===== src/rtl/dsp_out_requant_if.sv =====
// dsp_out_requant_if: streaming handshake bundle between FIR source, requantizer and consumer
// Ports (signals):
//   src_data_in/src_valid_in/src_ready_out  - wide sample input handshake
//   dst_data_out/dst_valid_out/dst_ready_in - requantized sample output handshake
// Modports: master = the environment driving the block, slave = the requantizer itself.
interface dsp_out_requant_if #(
    parameter int IN_WIDTH  = 37,
    parameter int OUT_WIDTH = 16
);
    logic [IN_WIDTH-1:0]  src_data_in;
    logic                 src_valid_in;
    logic                 src_ready_out;
    logic [OUT_WIDTH-1:0] dst_data_out;
    logic                 dst_valid_out;
    logic                 dst_ready_in;
    modport master (output src_data_in, src_valid_in, dst_ready_in,
                    input  src_ready_out, dst_data_out, dst_valid_out);
    modport slave  (input  src_data_in, src_valid_in, dst_ready_in,
                    output src_ready_out, dst_data_out, dst_valid_out);
endinterface


===== src/rtl/dsp_out_requant.sv =====
// dsp_out_requant: round, shift and saturate wide FIR results into a first-word-fall-through output FIFO
// Ports:
//   clk, arst      - clock and asynchronous active-high reset
//   shift[5:0]     - arithmetic right-shift amount, captured with each sample
//   round_en       - round-half-up before the shift, captured with each sample
//   sat_clr        - synchronous clear of the sticky saturation flag
//   bus (slave)    - src/dst valid-ready handshakes
//   sat_flag       - sticky saturation indication
//   fifo_count     - output FIFO occupancy
module dsp_out_requant #(
    parameter int IN_WIDTH  = 37,
    parameter int OUT_WIDTH = 16,
    parameter int DEPTH     = 4
) (
    input  logic                       clk,
    input  logic                       arst,
    input  logic [5:0]                 shift,
    input  logic                       round_en,
    input  logic                       sat_clr,
    dsp_out_requant_if.slave           bus,
    output logic                       sat_flag,
    output logic [$clog2(DEPTH+1)-1:0] fifo_count
);
    localparam int CW = $clog2(DEPTH+1);
    localparam int AW = $clog2(DEPTH);
    localparam logic signed [IN_WIDTH:0] MAXV = {{(IN_WIDTH-OUT_WIDTH+2){1'b0}}, {(OUT_WIDTH-1){1'b1}}};
    localparam logic signed [IN_WIDTH:0] MINV = ~MAXV;

    logic                 stage_valid_q;
    logic [IN_WIDTH-1:0]  stage_data_q;
    logic [5:0]           stage_shift_q;
    logic                 stage_rnd_q;
    logic [OUT_WIDTH-1:0] mem_q [DEPTH];
    logic [AW-1:0]        wr_ptr_q, rd_ptr_q;
    logic [CW-1:0]        count_q, count_d;
    logic [OUT_WIDTH-1:0] last_q;
    logic                 sat_q, sat_d;
    logic [5:0]           s;
    logic [IN_WIDTH:0]    rnd_add;
    logic signed [IN_WIDTH:0] sum, shr;
    logic                 hi, lo, sat_hit, accept, pop;
    logic [OUT_WIDTH-1:0] res;

    // One guard bit above IN_WIDTH keeps the rounding add from overflowing.
    always_comb begin
        s       = (stage_shift_q > 6'(IN_WIDTH-1)) ? 6'(IN_WIDTH-1) : stage_shift_q;
        rnd_add = (stage_rnd_q && s != '0) ? (IN_WIDTH+1)'(1) << (s - 6'd1) : '0;
        sum     = $signed({stage_data_q[IN_WIDTH-1], stage_data_q}) + $signed(rnd_add);
        shr     = sum >>> s;
        hi      = shr > MAXV;
        lo      = shr < MINV;
        res     = hi ? MAXV[OUT_WIDTH-1:0] : lo ? MINV[OUT_WIDTH-1:0] : shr[OUT_WIDTH-1:0];
        sat_hit = stage_valid_q && (hi || lo);
        accept  = bus.src_valid_in && bus.src_ready_out;
        pop     = (count_q != '0) && bus.dst_ready_in;
        count_d = count_q + CW'(stage_valid_q) - CW'(pop);
        sat_d   = sat_hit ? 1'b1 : sat_clr ? 1'b0 : sat_q;
    end

    // Ready looks only at registered state so the consumer never reaches the source combinationally.
    assign bus.src_ready_out = (count_q + CW'(stage_valid_q)) < CW'(DEPTH);
    assign bus.dst_valid_out = count_q != '0;
    // When empty the last popped word is shown instead of a stale memory slot.
    assign bus.dst_data_out  = (count_q != '0) ? mem_q[rd_ptr_q] : last_q;
    assign fifo_count        = count_q;
    assign sat_flag          = sat_q;

    always_ff @(posedge clk or posedge arst) begin
        if (arst) begin
            stage_valid_q <= 1'b0;
            stage_data_q  <= '0;
            stage_shift_q <= '0;
            stage_rnd_q   <= 1'b0;
            wr_ptr_q      <= '0;
            rd_ptr_q      <= '0;
            count_q       <= '0;
            last_q        <= '0;
            sat_q         <= 1'b0;
        end else begin
            stage_valid_q <= accept;
            if (accept) begin
                stage_data_q  <= bus.src_data_in;
                stage_shift_q <= shift;
                stage_rnd_q   <= round_en;
            end
            if (stage_valid_q) wr_ptr_q <= wr_ptr_q + AW'(1);
            if (pop) begin
                rd_ptr_q <= rd_ptr_q + AW'(1);
                last_q   <= mem_q[rd_ptr_q];
            end
            count_q <= count_d;
            sat_q   <= sat_d;
        end
    end

    always_ff @(posedge clk) begin
        if (stage_valid_q) mem_q[wr_ptr_q] <= res;
    end
endmodule


===== src/flat_wrapper.sv =====
// flat-port wrapper written by rule: the top's interface ports become plain ports
module dsp_out_requant_flat 
#(
    parameter int IN_WIDTH  = 37,
    parameter int OUT_WIDTH = 16,
    parameter int DEPTH     = 4
)
  (clk, arst, shift, round_en, sat_clr, sat_flag, fifo_count, bus_src_data_in, bus_src_valid_in, bus_dst_ready_in, bus_src_ready_out, bus_dst_data_out, bus_dst_valid_out);
  dsp_out_requant_if #(.IN_WIDTH(IN_WIDTH), .OUT_WIDTH(OUT_WIDTH)) bus_i ();
  input  logic clk;
  input  logic arst;
  input  logic [5:0] shift;
  input  logic round_en;
  input  logic sat_clr;
  output logic sat_flag;
  output logic [$clog2(DEPTH+1)-1:0] fifo_count;
  input wire logic [$bits(bus_i.src_data_in)-1:0] bus_src_data_in;
  input wire logic [$bits(bus_i.src_valid_in)-1:0] bus_src_valid_in;
  input wire logic [$bits(bus_i.dst_ready_in)-1:0] bus_dst_ready_in;
  output wire logic [$bits(bus_i.src_ready_out)-1:0] bus_src_ready_out;
  output wire logic [$bits(bus_i.dst_data_out)-1:0] bus_dst_data_out;
  output wire logic [$bits(bus_i.dst_valid_out)-1:0] bus_dst_valid_out;
  assign bus_i.src_data_in = bus_src_data_in;
  assign bus_i.src_valid_in = bus_src_valid_in;
  assign bus_i.dst_ready_in = bus_dst_ready_in;
  assign bus_src_ready_out = bus_i.src_ready_out;
  assign bus_dst_data_out = bus_i.dst_data_out;
  assign bus_dst_valid_out = bus_i.dst_valid_out;
  dsp_out_requant #(.IN_WIDTH(IN_WIDTH), .OUT_WIDTH(OUT_WIDTH), .DEPTH(DEPTH)) u_core (.clk(clk), .arst(arst), .shift(shift), .round_en(round_en), .sat_clr(sat_clr), .bus(bus_i), .sat_flag(sat_flag), .fifo_count(fifo_count));
endmodule

===== config.mk =====
export PLATFORM = sky130hd
export DESIGN_NAME = dsp_out_requant_flat
export DESIGN_NICKNAME = d
export VERILOG_FILES = /design/src/rtl/dsp_out_requant_if.sv /design/src/rtl/dsp_out_requant.sv /design/src/flat_wrapper.sv
export SDC_FILE = /design/constraint.sdc
export NUM_CORES = 1
export LEC_CHECK = 0
export CAP_MARGIN = 0
export CORE_ASPECT_RATIO = 1.2
export CORE_MARGIN = 4
export CORE_UTILIZATION = 55
export DETAILED_ROUTE_END_ITERATION = 6
export PLACE_DENSITY = 0.83
export SKIP_LAST_GASP = 1
export SLEW_MARGIN = 20
export SYNTH_ARGS = -nofsm -noshare
export SYNTH_HDL_FRONTEND = slang
export SYNTH_SLANG_ARGS = --single-unit

===== constraint.sdc =====
create_clock -name clk -period 7.8 [get_ports clk]
set_input_delay 1.95 -clock clk [delete_from_list [all_inputs] [get_ports clk]]
set_output_delay 1.95 -clock clk [all_outputs]
set_load 0.03 [all_outputs]

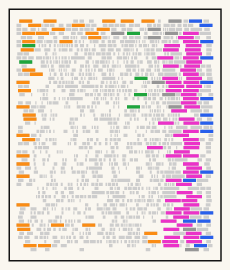
(images/flops_by_reg.png)
(1.5 px per um) Other sequential cells in the stronger grey, the rest of the logic in the fainter grey.
u_core.mem_q: marked magenta, sequential cells 64, where a column on the right. u_core.stage_shift_q: marked green, sequential cells 6. u_core.stage_data_q: marked orange, sequential cells 37. u_core.last_q: marked blue, sequential cells 16.
Another 10 sequential cells are not coloured.

==> impl_metrics.xml <==
<?xml version="1.0" encoding="UTF-8"?>
<metrics>
  <group name="finish">
    <metric name="largest_register" unit="">u_core.mem_q</metric>
    <metric name="non_clock_buffer_count" unit="">102</metric>
    <metric name="area.share.combinational" unit="%">56.7</metric>
    <metric name="num-clock-buffers" unit="">17</metric>
    <metric name="layout-drive-gt1-share" unit="%">14.9</metric>
    <metric name="post-route-util" unit="%">63.4</metric>
    <metric name="clock_area_share" unit="%">4.67</metric>
  </group>
  <group name="floorplan">
    <metric name="die_w" unit="um">140</metric>
  </group>
  <group name="synthesis">
    <metric name="netlist_area" unit="mm^2">0.0115</metric>
    <metric name="synth-edff-count" unit="">64</metric>
    <metric name="synth.cells.most_frequent" unit="">sky130_fd_sc_hd__nand2_1 (133), sky130_fd_sc_hd__nor2_1 (122), sky130_fd_sc_hd__a21oi_1 (85)</metric>
  </group>
  <group name="route">
    <metric name="drt_iter0_markers" unit="">1450</metric>
    <metric name="detail_route.drc_violations" unit="">2</metric>
    <metric name="wl_per_cell" unit="um">26.0</metric>
    <metric name="routed_via_density" unit="">7.08</metric>
  </group>
  <group name="timing">
    <metric name="period_minus_slack" unit="ns">7.19</metric>
    <metric name="grt_setup_unrepaired" unit="">false</metric>
    <metric name="worst_hold_margin" unit="ns">0.507</metric>
    <metric name="report.final.hold_viol_count" unit="">0</metric>
    <metric name="smallest_setup_slack_after_layout" unit="ns">0.605</metric>
    <metric name="timing_worst_slew_pin_value" unit="ns">0.965</metric>
  </group>
  <group name="power_and_ir_drop">
    <metric name="p_leak" unit="nW">4.91</metric>
    <metric name="combinationalPower" unit="mW">4.95</metric>
  </group>
  <group name="critical_path">
    <metric name="critPathCaptureType" unit="">flip-flop</metric>
    <metric name="worst-path-max-fanout" unit="">12</metric>
    <metric name="path_delay_family" unit="">AND-OR/OR-AND gates</metric>
    <metric name="timing_worst_setup_path_type" unit="">reg -&gt; reg</metric>
  </group>
  <group name="hold_path">
    <metric name="min_path_cells" unit="">1</metric>
  </group>
  <group name="outcome">
    <metric name="run_status" unit="">complete, but fails checks</metric>
    <metric name="violations_in_the_final_reports" unit="">DRC</metric>
  </group>
  <group name="cts">
    <metric name="cts_inserted_buffers" unit="">17</metric>
  </group>
  <group name="place">
    <metric name="gpl_congestion" unit="">1.04</metric>
  </group>
  <group name="global_route">
    <metric name="grt_util_met3" unit="%">4.90</metric>
  </group>
</metrics>
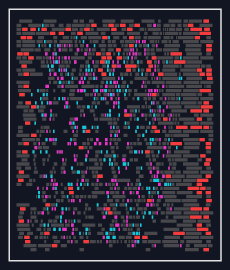
(images/logic_types.png)
(1.5 px per um)
mux cells: marked red, cells 124, where all over the die. nor cells: marked cyan, cells 194. nand cells: marked magenta, cells 218.

